Run 1, the metal 1 layer:
Bar = 20 um. Cells faint in the background.
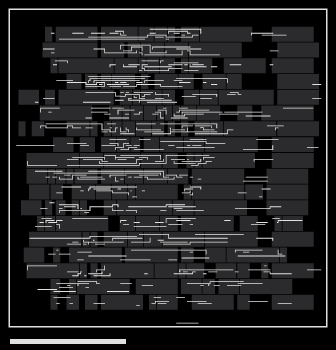
Run 1, met2 routing:
Cells faint in the background.
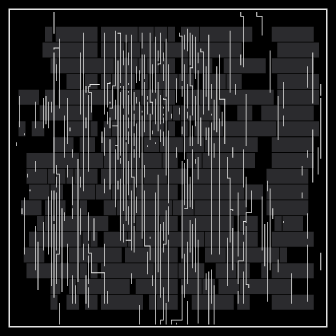
Run 1, M3 wires:
Bar = 20 um. Cells faint in the background.
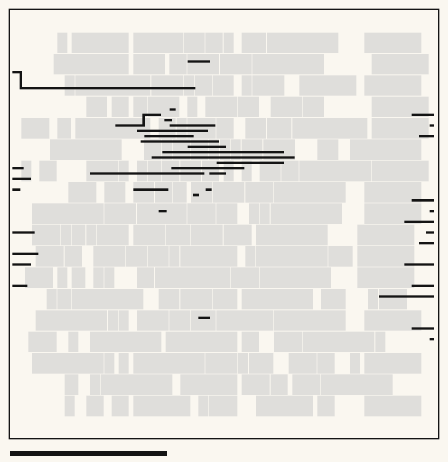
File: src/rtl/fibo_ctrl.sv
// rtl/fibo_ctrl.sv - Fibonacci sequencing controller for fibo_datapath (optional macro: FIBO_CTRL_OVF_EN)
//
// Register usage in the datapath: R0 = a, R1 = b, R2 = constant 1, R3 = remaining iterations.
// Each iteration computes b' = a + b, decrements the counter, then recovers a' = b' - a.
// All control outputs are registered: they are computed from the next state and
// presented during the cycle the FSM spends in that state.

module fibo_ctrl #(
    parameter int         SIZE   = 4,
    parameter logic [2:0] OP_ADD = 3'b000,
    parameter logic [2:0] OP_SUB = 3'b001
) (
    input  logic            clk,
    input  logic            rst,
    input  logic            start,
    input  logic [SIZE-1:0] n,
    input  logic [SIZE-1:0] data,
    input  logic            zero_flag,
    output logic [SIZE-1:0] count,
    output logic            load_data,
    output logic [1:0]      wrt_addr,
    output logic            wrt_en,
    output logic [1:0]      rd_addr1,
    output logic [1:0]      rd_addr2,
    output logic [2:0]      alu_opcode,
    output logic            busy,
    output logic            done,
    output logic [SIZE-1:0] result,
    output logic            ovf
);

    typedef enum logic [3:0] {
        S_IDLE   = 4'd0,
        S_INIT0  = 4'd1,
        S_INIT1  = 4'd2,
        S_INIT2  = 4'd3,
        S_INIT3  = 4'd4,
        S_ADD    = 4'd5,
        S_WB_SUM = 4'd6,
        S_WB_CNT = 4'd7,
        S_WB_A   = 4'd8,
        S_DONE   = 4'd9
    } state_t;

    localparam logic [1:0] R_A   = 2'd0;
    localparam logic [1:0] R_B   = 2'd1;
    localparam logic [1:0] R_ONE = 2'd2;
    localparam logic [1:0] R_CNT = 2'd3;

    localparam logic [SIZE-1:0] ZERO_W = '0;
    localparam logic [SIZE-1:0] ONE_W  = SIZE'(1);

    state_t            r_state;
    state_t            w_next;
    logic [SIZE-1:0]   r_n;
    logic              r_last;
    logic              w_start_acc;

    logic [SIZE-1:0]   w_count;
    logic              w_load_data;
    logic [1:0]        w_wrt_addr;
    logic              w_wrt_en;
    logic [1:0]        w_rd_addr1;
    logic [1:0]        w_rd_addr2;
    logic [2:0]        w_alu_opcode;
    logic              w_busy;

    assign w_start_acc = (r_state == S_IDLE) && start;

    // Next-state decode; start is only looked at in IDLE, and n==0 skips the loop entirely
    always_comb begin
        w_next = r_state;
        case (r_state)
            S_IDLE: begin
                if (start) begin
                    w_next = (n == ZERO_W) ? S_DONE : S_INIT0;
                end
            end
            S_INIT0:  w_next = S_INIT1;
            S_INIT1:  w_next = S_INIT2;
            S_INIT2:  w_next = S_INIT3;
            S_INIT3:  w_next = S_ADD;
            S_ADD:    w_next = S_WB_SUM;
            S_WB_SUM: w_next = S_WB_CNT;
            S_WB_CNT: w_next = S_WB_A;
            S_WB_A:   w_next = r_last ? S_DONE : S_ADD;
            S_DONE:   w_next = S_IDLE;
            default:  w_next = S_IDLE;
        endcase
    end

    // Control word for the state being entered, so the registered outputs line up with it
    always_comb begin
        w_count      = ZERO_W;
        w_load_data  = 1'b0;
        w_wrt_addr   = R_A;
        w_wrt_en     = 1'b0;
        w_rd_addr1   = R_A;
        w_rd_addr2   = R_A;
        w_alu_opcode = OP_ADD;
        w_busy       = 1'b1;
        case (w_next)
            S_INIT0: begin
                w_load_data = 1'b1;
                w_wrt_addr  = R_A;
                w_wrt_en    = 1'b1;
                w_count     = ZERO_W;
            end
            S_INIT1: begin
                w_load_data = 1'b1;
                w_wrt_addr  = R_B;
                w_wrt_en    = 1'b1;
                w_count     = ONE_W;
            end
            S_INIT2: begin
                w_load_data = 1'b1;
                w_wrt_addr  = R_ONE;
                w_wrt_en    = 1'b1;
                w_count     = ONE_W;
            end
            S_INIT3: begin
                w_load_data = 1'b1;
                w_wrt_addr  = R_CNT;
                w_wrt_en    = 1'b1;
                w_count     = r_n;
            end
            S_ADD: begin
                w_rd_addr1   = R_A;
                w_rd_addr2   = R_B;
                w_alu_opcode = OP_ADD;
            end
            S_WB_SUM: begin
                // Store a+b into b while the ALU evaluates counter-1 for the exit test
                w_wrt_addr   = R_B;
                w_wrt_en     = 1'b1;
                w_rd_addr1   = R_CNT;
                w_rd_addr2   = R_ONE;
                w_alu_opcode = OP_SUB;
            end
            S_WB_CNT: begin
                // Store counter-1 while the ALU recovers the old b as b' - a
                w_wrt_addr   = R_CNT;
                w_wrt_en     = 1'b1;
                w_rd_addr1   = R_B;
                w_rd_addr2   = R_A;
                w_alu_opcode = OP_SUB;
            end
            S_WB_A: begin
                w_wrt_addr = R_A;
                w_wrt_en   = 1'b1;
            end
            default: begin
                w_busy = 1'b0;
            end
        endcase
    end

    // Main FSM: state, registered control outputs, loop-exit flag and result capture
    always_ff @(posedge clk or posedge rst) begin
        if (rst) begin
            r_state    <= S_IDLE;
            r_n        <= ZERO_W;
            r_last     <= 1'b0;
            count      <= ZERO_W;
            load_data  <= 1'b0;
            wrt_addr   <= 2'd0;
            wrt_en     <= 1'b0;
            rd_addr1   <= 2'd0;
            rd_addr2   <= 2'd0;
            alu_opcode <= OP_ADD;
            busy       <= 1'b0;
            done       <= 1'b0;
            result     <= ZERO_W;
        end else begin
            r_state    <= w_next;
            count      <= w_count;
            load_data  <= w_load_data;
            wrt_addr   <= w_wrt_addr;
            wrt_en     <= w_wrt_en;
            rd_addr1   <= w_rd_addr1;
            rd_addr2   <= w_rd_addr2;
            alu_opcode <= w_alu_opcode;
            busy       <= w_busy;
            done       <= (w_next == S_DONE);

            if (w_start_acc) begin
                r_n <= n;
                if (n == ZERO_W) begin
                    result <= ZERO_W;
                end
            end

            // zero_flag here reflects counter-1 == 0, i.e. this is the final iteration
            if (r_state == S_WB_SUM) begin
                r_last <= zero_flag;
            end

            // data now holds the recovered old b, which is the new a
            if ((r_state == S_WB_A) && r_last) begin
                result <= data;
            end
        end
    end

`ifdef FIBO_CTRL_OVF_EN
    logic [SIZE-1:0] r_a_shadow;
    logic            r_ovf;

    // Track a alongside the datapath and flag any wrapped b' = a + b except the final unused one
    always_ff @(posedge clk or posedge rst) begin
        if (rst) begin
            r_a_shadow <= ZERO_W;
            r_ovf      <= 1'b0;
        end else begin
            if (w_start_acc) begin
                r_ovf <= 1'b0;
            end
            if (r_state == S_INIT3) begin
                r_a_shadow <= ZERO_W;
            end
            if (r_state == S_WB_A) begin
                r_a_shadow <= data;
            end
            if ((r_state == S_WB_SUM) && !zero_flag && (data < r_a_shadow)) begin
                r_ovf <= 1'b1;
            end
        end
    end

    assign ovf = r_ovf;
`else
    assign ovf = 1'b0;
`endif

endmodule

File: config.mk
export PLATFORM = sky130hd
export DESIGN_NAME = fibo_ctrl
export DESIGN_NICKNAME = d
export VERILOG_FILES = /design/src/rtl/fibo_ctrl.sv
export SDC_FILE = /design/constraint.sdc
export NUM_CORES = 1
export LEC_CHECK = 0
export ABC_AREA = 1
export CAP_MARGIN = 0
export CORE_UTILIZATION = 41
export DETAILED_ROUTE_END_ITERATION = 6
export PLACE_DENSITY = 0.74
export SYNTH_ARGS = -nofsm -noshare
export SYNTH_HDL_FRONTEND = slang
export SYNTH_SLANG_ARGS = --single-unit
export TNS_END_PERCENT = 100
File: constraint.sdc
create_clock -name clk -period 1.15 [get_ports clk]
set_clock_uncertainty 0.1 [all_clocks]
set_input_delay 0.345 -clock clk [delete_from_list [all_inputs] [get_ports clk]]
set_output_delay 0.345 -clock clk [all_outputs]
set_load 0.05 [all_outputs]
==> flow_metrics.tcl, run 1 <==
# place-and-route summary
set metrics [dict create \
    crit_path_start_kind "flop" \
    p_per_area_nw_per_um2 3170 \
    power_mw 6.60 \
    placed_area_um2 1770 \
    crit_type "reg -> reg" \
    portBuffers 30 \
    worst_r2r_path_depth 6 \
    met3_length_um 184 \
    yosys.area.top_type "dfrtp_1" \
    cts_num_sinks 27 \
    htreeDepth 1 \
    yosysUniqueCellTypes 19 \
    drive_gt1_frac 0.550 \
    initialDrtViolationCount 41 \
    synth_seq_share 0.598 \
    setup_tns_ps -8420 \
    grt_start_max_net_pins 28 \
    die_y_um 54.5 \
    cts_buffers 3 \
    outcome "complete, but fails checks" \
    area_growth_pct 84.5 \
    worst_slack_ps -297 \
    setup_viol 44 \
    drc 0 \
    maxCapViolCount 0 \
    syn_area_per_cell_um2 8.90 \
    fp_util 0.444 \
    cts-root-buf "clkbuf_4" \
    routed_via_density 5.08 \
    ys.flops 27 \
    r2r_slack_ps -300 \
    violations "setup timing" \
    layout.nets 193 \
    cts_tree "done" \
    die.size.x_um 54.5 \
    cp_max_fo 6 \
    edf_count 0 \
    n_antenna_cell 0 \
    rsz0062_at_grt "yes" \
    fmax_mhz 691 \
    stdcell_count 210 \
    grt.total_usage 0.218 \
    gp_congestion 0.918 \
    synthArstFlopShare 1.00 \
    final-hold-violation-count 0 \
    yosysTopAreaCellShare 0.598 \
    yosys_area_um2 1130 \
    die_area_um2 2970 \
]
Notes on 'the metal 1 layer' above:
nets with wire on the layer: 167
wire length on this layer: 1100 um
share of all routed wire: 38%
longest straight run: 18.4 um
main direction: horizontal
Vias: 1067
Post-Route WL: 2.90 mm

Notes on 'met2 routing' above:
longest straight run: 27.2 um
wire length on this layer: 1550 um
share of all routed wire: 53%
routing usage on met2: 0.382

Notes on 'M3 wires' above:
nets with wire on the layer: 36
longest straight run: 22.1 um

[run 1: layout by cell type, fill, tap and decap left out]
cell             instances
o21ai_2                  5
dfrtp_1                 22
nand2_8                  1
a21o_1                   1
nor3_2                   1
inv_1                   18
nor2_4                   7
dfrtp_2                  5
nand2_1                  7
nor2_2                   5
nand3_2                  5
conb_1                   3
nor2_1                   7
clkdlybuf4s50_1         11
inv_6                    1
nand3_1                  3
clkinvlp_4               1
nand4_1                  2
buf_4                   11
inv_2                    3
a211oi_1                 1
inv_4                    2
buf_6                   10
buf_12                  20
nand2_2                 13
nand3_4                  2
nand2_4                  2
clkbuf_4                 3
a21oi_2                  2
o211ai_1                 1
o21ai_1                  5
[run 1: through the flow]
step,hold slack [ps],worst slack (ps)
floorplan,298,-83.2
global placement,373,-409
detailed placement,382,-434
CTS,216,-261
global route,215,-359
finish,207,-297
[run 1: where the power goes]
group / leakage [nW] / total (mW) / internal [mW] / switching, mW
combinational: 0.649 / 4.37 / 2.03 / 2.33
sequential: 0.338 / 1.80 / 1.36 / 0.443
clock: 0.0139 / 0.435 / 0.134 / 0.301
[run 1: flip-flops by register name, summed over array words and instances, names as in the netlist]
name / cells
r_state: 4
alu_opcode: 1
busy: 1
wrt_addr: 2
r_n: 4
wrt_en: 1
load_data: 1
r_last: 1
count: 4
rd_addr2: 2
result: 4
done: 1
rd_addr1: 1
[run 1: how the worst max path moves through the flow]
stage	cells after the start	slack, ps	endpoint
6_report	6	-300	busy$_DFF_PP0_
3_5_place_dp	5	-430	result[0]$_DFFE_PP0P_
3_3_place_gp	5	-410	result[2]$_DFFE_PP0P_
2_1_floorplan	6	-80	busy$_DFF_PP0_
5_1_grt	7	-360	rd_addr2[0]$_DFF_PP0_
4_1_cts	1	-260	alu_opcode[0]
[run 1: cells by family (layout without fill, tap and decap cells)]
logic type	Yosys count	count (layout)	synth area share
and+or+nand+nor	55	55	0.213
buffers and inverters	29	80	0.113
DFF	27	27	0.598
AOI/OAI and AO/OA	15	15	0.0731
other	1	3	0.00332
[run 1: critical path, stage by stage, from the launching register on]
cell and delay, ps:
dfrtp_2 540, nand2_8 150, nor2_4 60, nor2_1 150
nand3_1 180, nand3_2 120, nand3_2 70
[run 1: final cells by class]
type                            instances  area [um^2]
Clock buffer                            3         22.5
Fill cell                             138          460
Timing Repair Buffer                   52          706
Clock inverter                          1         7.51
Inverter                               24          100
Sequential cell                        27          682
Tap cell                               30         37.5
Multi-Input combinational cell         73          529
[run 1: layer usage]
metal,global-route usage,vias up
li1,-,499
met4,0.0812,0
met1,0.274,502
met5,0,-
met3,0.0250,9
met2,0.382,57
[run 1: repair_timing]
item / in CTS / in global routing
gates resized: 72 / 12
endpoints found under the setup margin: 39 / 44
hold buffers: 0 / 0
pin swaps: 18 / 8
setup buffers: 2 / 3
--- run 2 (diff from run 1) ---
Settings changed: ABC_AREA 1 to not set, CORE_MARGIN set to 2.
Run 2, met2 routing:
Cells faint in the background.
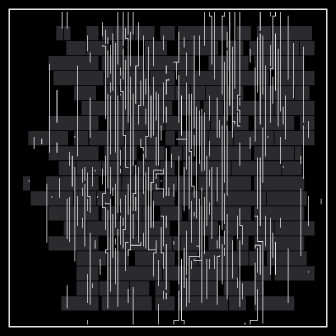
share of all routed wire: 50%
nets with wire on the layer: 159

==> flow_metrics.tcl, run 2 <==
# place-and-route summary
set metrics [dict create \
    htreeDepth 1 \
    crit_path_start_kind "input port" \
    preCtsSetupSlack_ps -701 \
    yosys.area_share.adder 0 \
    syn_inst 96 \
    initialDrtViolationCount 26 \
    top_cell "dfrtp_1" \
    mostFrequentLayoutCells "dfrtp_1 (24), buf_12 (21), buf_4 (18)" \
    violations "setup timing" \
    grt_start_max_net_pins 28 \
    n_antenna_cell 0 \
    synth_seq_share 0.582 \
    critPathCaptureType "flop" \
    routed_via_density 5.44 \
    ys.flops 27 \
    worst_slack_ps -441 \
    grt.total_usage 0.178 \
    maxCapViolCount 0 \
    finalWirelength_mm 3.62 \
    cp_max_fo 5 \
    xor_area_frac 0.0226 \
    portBuffers 30 \
    mux_share 0.0485 \
    die_y_um 57.2 \
    min_period_ps 1590 \
    drc 0 \
    area_growth_pct 88.6 \
    worst_r2r_path_depth 5 \
    holdWs_ps 215 \
    fp_util 0.425 \
    die_area_um2 3270 \
    syn_area_per_cell_um2 12.1 \
    final-hold-violation-count 0 \
    layout_top_cell "dfrtp_1" \
    cts_tree "done" \
    yosysUniqueCellTypes 38 \
    cts_num_sinks 27 \
    crit_type "in -> reg" \
    setup_viol 46 \
    r2r_slack_ps -420 \
    cts_buffers 3 \
    p_per_area_nw_per_um2 3230 \
    synthAoiAreaFrac 0.134 \
    fmax_mhz 628 \
    power.leakage_nw 0.978 \
    die.size.x_um 57.2 \
    cts-root-buf "clkbuf_4" \
    yosysTopAreaCellShare 0.582 \
    ios 34 \
    placed_area_um2 1810 \
    synthArstFlopShare 1.00 \
    yosys.area.top_type "dfrtp_1" \
    num_vias 1023 \
    edf_count 0 \
    outcome "complete, but fails checks" \
    drive_gt1_frac 0.618 \
    hold_buffers 0 \
    yosys_area_um2 1160 \
    gp_congestion 0.832 \
    layout.nets 170 \
    stdcell_count 188 \
    ys_sh_simple 0.152 \
]
Run 2, zoomed window:
Window x 0 to 30, y 0 to 30 um. Cells in grey, sequential cells in the stronger grey; small squares are vias.
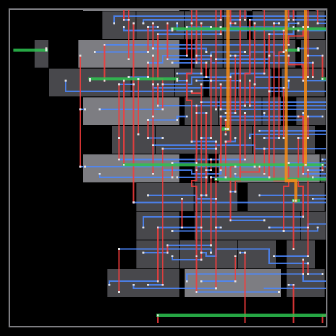
legend:
  M1:
    colour: blue
  M4:
    colour: orange
  M2:
    colour: red
  M3:
    colour: green
most frequent: buf_6 (9), buf_4 (4), dfrtp_1 (3)
cells with their middle in the window: 43
netlist names of flops here include: r_state (3)
sequential cells in the window: 5

run 2: cell type report:
type,count,area (um^2)
timing repair buffer,64,827
tap,31,38.8
inverter,2,7.51
sequential,27,679
clock inverter,1,5.00
clock buffer,3,22.5
fill,137,544
multi-input combinational,60,609
run 2: how the worst max path moves through the flow:
stage | end | cells after the start
final | result[0]$_DFFE_PP0P_ | 5
after global routing | result[0]$_DFFE_PP0P_ | 6
after floorplan | result[0]$_DFFE_PP0P_ | 5
after CTS | busy$_DFF_PP0_ | 5
after detailed placement | result[0]$_DFFE_PP0P_ | 5
after global placement | result[2]$_DFFE_PP0P_ | 5
run 2: what timing repair did:
action | CTS | global route
pin swaps | 3 | 12
endpoints found under the setup margin | 42 | 45
gates cloned | 0 | 0
buffers inserted | 9 | 9
gates resized | 12 | 41
run 2: kinds of logic after synthesis:
logic type	after synthesis
AND/OR/NAND/NOR	31
AND-OR/OR-AND	18
flip-flops	27
buffers and inverters	11
multiplexers	5
XOR/XNOR	3
other	1
run 2: metal layers:
| layer | part of all wire | up-vias | GRT usage |
|---|---|---|---|
| met2 | 0.50 | 32 | 0.287 |
| met4 | 0.028 | 0 | 0.113 |
| li1 | - | 454 | - |
| met5 | 0 | - | 0 |
| met3 | 0.039 | 9 | 0.0227 |
| met1 | 0.43 | 528 | 0.228 |
run 2: metrics by stage:
step	TNS [ps]	power (mW)
final	-10550	7.07
after global routing	-12290	7.35
after CTS	-9450	5.97
after detailed placement	-8920	5.22
after global placement	-8340	5.11
after floorplan	-3000	3.54
run 2: critical path, stage by stage:
cell and delay, ps:
clkdlybuf4s50_1 430, nor4_1 370, and4_4 280, o21ai_2 90
a22o_1 210
run 2: power breakdown:
group	switching (mW)	internal, mW	leakage [nW]	total, mW
clock	0.293	0.131	0.0177	0.424
combinational	2.39	2.53	0.620	4.92
sequential	0.379	1.34	0.340	1.72
total	3.07	4.00	0.978	7.07
--- run 3 (diff from run 2) ---
Settings changed: GPL_ROUTABILITY_DRIVEN set to 0.
Run 3, M3 wires:
Bar = 20 um. Cells faint in the background.
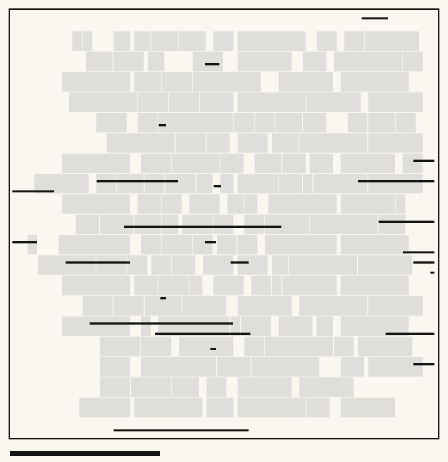
share of all routed wire: 3.9%
main direction: horizontal
wire length on this layer: 142 um
longest straight run: 20.7 um
nets with wire on the layer: 19

==> flow_metrics.tcl, run 3 <==
# place-and-route summary
set metrics [dict create \
    die.size.x_um 57.2 \
    die_y_um 57.2 \
    top_cell "dfrtp_1" \
    gr-total-overflow 0 \
    holdWs_ps 215 \
    drive_gt1_frac 0.618 \
    maxCapViolCount 0 \
    num_rows 19 \
    yosys_area_um2 1160 \
    cp_max_fo 5 \
    cts_buffers 3 \
    routed_via_density 5.44 \
    yosysTopAreaCellShare 0.582 \
    crit_type "in -> reg" \
    critPathRequiredTime_ps 1290 \
    cts_tree "done" \
    critical-path-max-stage-delay_ps 430 \
    mostFrequentLayoutCells "dfrtp_1 (24), buf_12 (21), buf_4 (18)" \
    fmax_mhz 628 \
    worst_slack_ps -441 \
    portBuffers 30 \
    initialDrtViolationCount 26 \
    critPathCaptureType "flop" \
    p_comb_frac 0.697 \
    die_area_um2 3270 \
    layout_top_cell "dfrtp_1" \
    fillers 137 \
    swShare 0.434 \
    final-hold-violation-count 0 \
    synth_seq_share 0.582 \
    grt_start_max_net_pins 28 \
    hold_path.class "in -> async" \
    htreeDepth 1 \
    area_growth_pct 88.6 \
    edf_count 0 \
    warnings 30 \
    clkPwrFrac 0.060 \
    power.leakage_nw 0.978 \
    violations "setup timing" \
    power_mw 7.07 \
    yosysUniqueCellTypes 38 \
    path_delay_family "simple AND/OR/NAND/NOR gates" \
    rsz0062_at_grt "yes" \
    crit_path_start_kind "input port" \
    grt.total_usage 0.178 \
    p_per_area_nw_per_um2 3230 \
    syn_inst 96 \
    stdcell_count 188 \
    setup_viol 46 \
    n_antenna_cell 0 \
    placedCellCount 167 \
    cts-root-buf "clkbuf_4" \
    cp_num_buf_inv 1 \
    outcome "complete, but fails checks" \
    ys.flops 27 \
    fp_util 0.425 \
    synthArstFlopShare 1.00 \
    cts.path.max_buffers 2 \
    worst_r2r_path_depth 5 \
    seqPwrFrac 0.243 \
    r2r_slack_ps -420 \
    cts_num_sinks 27 \
    ios 34 \
    layout.nets 170 \
    yosys.area.top_type "dfrtp_1" \
    p_switching_mw 3.07 \
    worst_path_max_delay_cell "clkdlybuf4s50_1" \
    drc 0 \
    syn_area_per_cell_um2 12.1 \
    setup_tns_ps -10550 \
    min_period_ps 1590 \
    ys.flop_type "dfrtp_1" \
    netlist_top_cells_count "dfrtp_1 (27), nor2_1 (6), mux2_2 (5)" \
    coreArea_um2 2730 \
    clkSlewWorstSetupHoldPaths_ps 150 \
    r2r_start "r_state[0]$_DFF_PP0_" \
    path_cells "clkdlybuf4s50_1 > nor4_1 > and4_4 > o21ai_2 > a22o_1" \
    p_int_mw 4.00 \
]
Run 3, met2 routing:
Cells faint in the background.
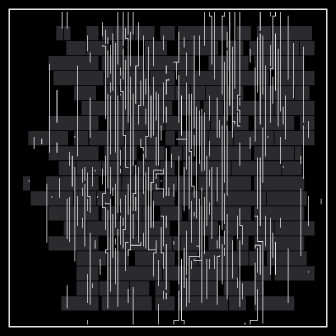
main direction: vertical
longest straight run: 31.2 um
wire length on this layer: 1810 um
nets with wire on the layer: 159
Vias: 1023
routing usage on met2: 0.287
Post-Route WL: 3.62 mm

==> run 3: worst max path at each step <==
| stage | from | endpoint | slack (ps) | cells after the start |
|---|---|---|---|---|
| 2_1_floorplan | r_state[1]$_DFF_PP0_ | result[0]$_DFFE_PP0P_ | -320 | 5 |
| 3_3_place_gp | n[3] | result[2]$_DFFE_PP0P_ | -660 | 5 |
| 3_5_place_dp | n[0] | result[0]$_DFFE_PP0P_ | -700 | 5 |
| 4_1_cts | r_state[0]$_DFF_PP0_ | busy$_DFF_PP0_ | -340 | 5 |
| 5_1_grt | r_state[3]$_DFF_PP0_ | result[0]$_DFFE_PP0P_ | -490 | 6 |
| 6_report | n[3] | result[0]$_DFFE_PP0P_ | -440 | 5 |
==> run 3: logic make-up after synthesis <==
family / count (synthesis) / share of synthesized area
AND-OR/OR-AND: 18 / 0.134
XOR/XNOR: 3 / 0.0226
buffers and inverters: 11 / 0.0582
flip-flops: 27 / 0.582
multiplexers: 5 / 0.0485
other: 1 / 0.00323
AND/OR/NAND/NOR: 31 / 0.152
==> run 3: worst register-to-register path, stage by stage (launching register included) <==
cell	delay (ps)
dfrtp_1	390
buf_6	190
buf_6	150
nor3b_1	290
o21bai_2	180
o21ai_2	190
==> run 3: area by class of cell <==
class                   count  area [um^2]  area share
inverters                   2         7.51     0.00343
well taps                  31         38.8      0.0177
flip-flops and latches     27          679       0.310
repair buffers             64          827       0.378
clock buffers               3         22.5      0.0103
clock inverters             1         5.00     0.00229
multi-input cells          60          609       0.278
==> run 3: through the flow <==
| step | area [um^2] | utilization | setup WS, ps |
|---|---|---|---|
| 3_5_place_dp | 1810 | 0.662 | -701 |
| 6_report | 2190 | 0.801 | -441 |
| 3_3_place_gp | 1810 | 0.662 | -657 |
| 2_1_floorplan | 1200 | - | -317 |
| 5_1_grt | 2190 | 0.801 | -485 |
| 4_1_cts | 1950 | 0.714 | -337 |
==> run 3: power groups by stage <==
stage / Clock, mW / Combinational, mW / Sequential (mW)
floorplan: 0 / 1.24 / 2.30
global placement: 0 / 3.45 / 1.66
detailed placement: 0 / 3.53 / 1.69
CTS: 0.432 / 3.86 / 1.68
global route: 0.467 / 5.14 / 1.75
finish: 0.424 / 4.92 / 1.72
==> run 3: per-layer routing <==
metal / routed length (um) / vias to the layer above / track usage / share of wire
li1: - / 454 / - / -
met3: 141 / 9 / 0.0227 / 0.039
met4: 102 / 0 / 0.113 / 0.028
met5: 0 / - / 0 / 0
met1: 1570 / 528 / 0.228 / 0.43
met2: 1810 / 32 / 0.287 / 0.50
==> run 3: what timing repair did <==
item	4_1_cts	5_1_grt
hold buffers	0	0
setup buffers	9	9
pin swaps	3	12
setup endpoints to repair	42	45
gates resized	12	41
Power and IR drop assume default switching activity.
